$ cat src/rtl/mux32_rr_arbiter.sv
// rtl/mux32_rr_arbiter.sv - round-robin arbiter sharing one 32:1 word mux among 32 lanes
// Captures the granted lane's word, presents it on valid/ready and acks the winner.

module mux32 #(
  parameter int N = 32
) (
  input  logic [32*N-1:0] d,
  input  logic [4:0]      s,
  output logic [N-1:0]    y
);

  assign y = d[s*N +: N];

endmodule

module mux32_rr_arbiter #(
  parameter int N = 32
) (
  input  logic            clk,
  input  logic            rst,
  input  logic [31:0]     req,
  input  logic [32*N-1:0] din,
  input  logic            out_ready,
  output logic            out_valid,
  output logic [N-1:0]    out_data,
  output logic [4:0]      out_id,
  output logic [4:0]      sel,
  output logic [31:0]     ack,
  output logic            busy
);

  typedef enum logic {
    IDLE = 1'b0,
    HOLD = 1'b1
  } state_t;

  state_t       state;
  state_t       state_next;
  logic [4:0]   ptr;
  logic [4:0]   win;
  logic         any_req;
  logic [N-1:0] mux_y;

  assign any_req = |req;

  // Scan downward so the last hit is the lane closest to ptr (wrapping mod 32).
  always_comb begin
    win = ptr;
    for (int i = 31; i >= 0; i--) begin
      if (req[ptr + 5'(i)]) begin
        win = ptr + 5'(i);
      end
    end
  end

  assign sel = (state == HOLD) ? out_id : win;

  mux32 #(.N(N)) u_mux (
    .d (din),
    .s (sel),
    .y (mux_y)
  );

  always_comb begin
    state_next = state;
    ack        = '0;
    out_valid  = 1'b0;
    case (state)
      IDLE: begin
        if (any_req) begin
          state_next = HOLD;
        end
      end
      HOLD: begin
        out_valid = 1'b1;
        if (out_ready) begin
          ack        = 32'd1 << out_id;
          state_next = IDLE;
        end
      end
      default: state_next = IDLE;
    endcase
  end

  assign busy = out_valid;

  always_ff @(posedge clk or posedge rst) begin
    if (rst) begin
      state    <= IDLE;
      ptr      <= 5'd0;
      out_data <= '0;
      out_id   <= 5'd0;
    end else begin
      state <= state_next;
      if (state == IDLE && any_req) begin
        out_id   <= win;
        out_data <= mux_y;
      end
      // The winner drops to lowest priority once its word is accepted.
      if (state == HOLD && out_ready) begin
        ptr <= out_id + 5'd1;
      end
    end
  end

endmodule
$ cat config.mk
export PLATFORM = sky130hd
export DESIGN_NAME = mux32_rr_arbiter
export DESIGN_NICKNAME = d
export VERILOG_FILES = /design/src/rtl/mux32_rr_arbiter.sv
export SDC_FILE = /design/constraint.sdc
export NUM_CORES = 1
export LEC_CHECK = 0
export CAP_MARGIN = 5
export CORE_AREA = 10 10 436 438
export CTS_BUF_LIST = sky130_fd_sc_hd__clkbuf_2 sky130_fd_sc_hd__clkbuf_4 sky130_fd_sc_hd__clkbuf_8
export CTS_CLUSTER_SIZE = 14
export DETAILED_ROUTE_END_ITERATION = 10
export DIE_AREA = 0 0 446 448
export DONT_BUFFER_PORTS = 1
export GPL_TIMING_DRIVEN = 1
export SYNTH_ARGS = -nofsm -noshare
export SYNTH_HDL_FRONTEND = slang
export SYNTH_SLANG_ARGS = --single-unit
$ cat constraint.sdc
create_clock -name clk -period 7.4 [get_ports clk]
set_input_delay 1.48 -clock clk [delete_from_list [all_inputs] [get_ports clk]]
set_output_delay 1.48 -clock clk [all_outputs]
set_load 0.01 [all_outputs]
Figure 1. Sequential cells coloured by netlist name.
Scale: 1 px per um. Other sequential cells in the stronger grey, the rest of the logic in the fainter grey.
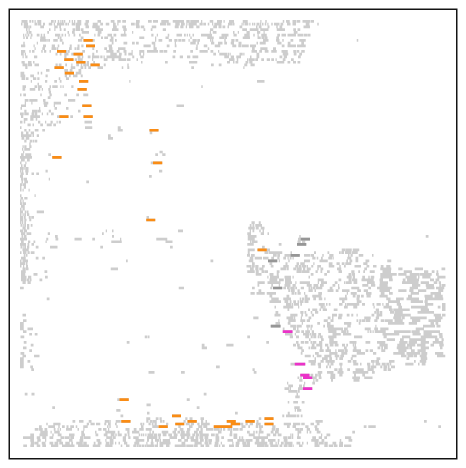
legend:
  ptr:
    colour: magenta
    placed_flops: 5
  out_data:
    colour: orange
    placed_flops: 32
not coloured: 6
register share of the cell area: 0.0476
register area: 0.00108 mm2
power of the sequential group: 0.906 mW
Post-Route Utilization: 0.125

Figure 2. Signal wires by layer.
Scale: 1 px per um. Two of the layers only.
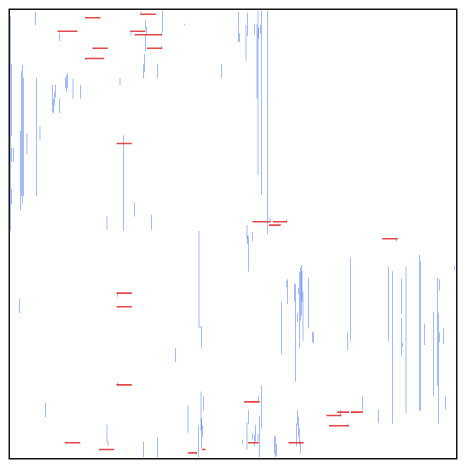
legend:
  metal 4:
    colour: blue
    wire_length: 4730 um
  metal 5:
    colour: red
    wire_length: 365 um

Figure 3. Cell placement.
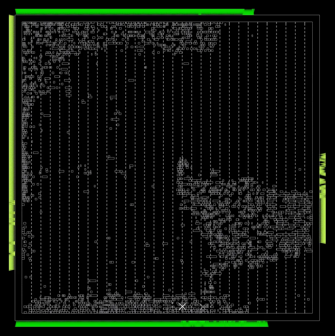
Flop Count: 43
tap cell instance count: 2385
filler-free cell count of the finished design: 4931
site row count: 157

Figure 4. I/O nets highlighted.
Scale: 1 px per um.
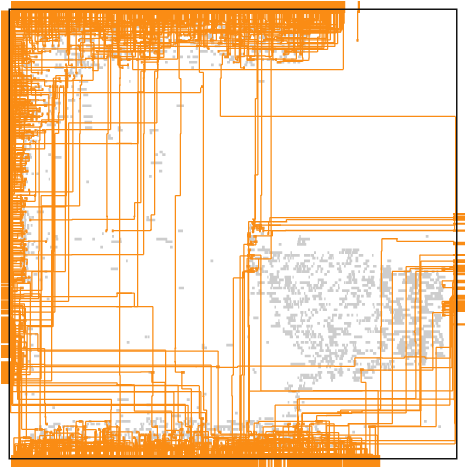
legend:
  din:
    colour: orange
    bits: 1024
    direction: input
    edge: 367 south, 361 north, 263 west, 33 east
    end_cells: 794
    wire: 60.0 mm
top-level I/O count: 1135
tally of buffers added on design ports: 0

==> impl_results.rst <==
Run summary
-----------

.. list-table::
   :header-rows: 1

   * - Metric
     - Value
   * - Setup slack of the critical path after layout
     - -0.0153 ns
   * - Residual overflow from global routing
     - 0
   * - Cell type group with the largest total delay on the critical path
     - AND-OR/OR-AND gates
   * - Most repeated cell in the gate-level netlist after synthesis
     - sky130_fd_sc_hd__nand2_1
   * - Failing checks
     - design-rule violations, negative setup slack
   * - Non-CTS inverters
     - 64
   * - Worst Hold Launch
     - state$_DFF_PP0_
   * - Count of unresolved DRC violations after routing
     - 5
   * - Count of endpoints failing setup in the final report
     - 1
   * - Antenna violations before repair
     - 95
   * - Status
     - complete, but fails checks
   * - CP Capture Type
     - register
   * - Fraction of the cycle the final worst path needs
     - 1.00
   * - Number of warning messages in the logs
     - 43
   * - Number of distinct library cells after synthesis
     - 83
   * - Commonest register cell after synthesis
     - sky130_fd_sc_hd__dfrtp_1
   * - Clock input transition at the sequential cells of the worst setup and hold paths
     - 0.15 ns
   * - Sw power
     - 12.3 mW
   * - Num CTS Buffers
     - 5
   * - Max transition margin
     - 0.0543
   * - Met3 usage
     - 0.0717
   * - Leading power group
     - combinational cells
No activity file was given, so power comes from the tool's default toggle rates.
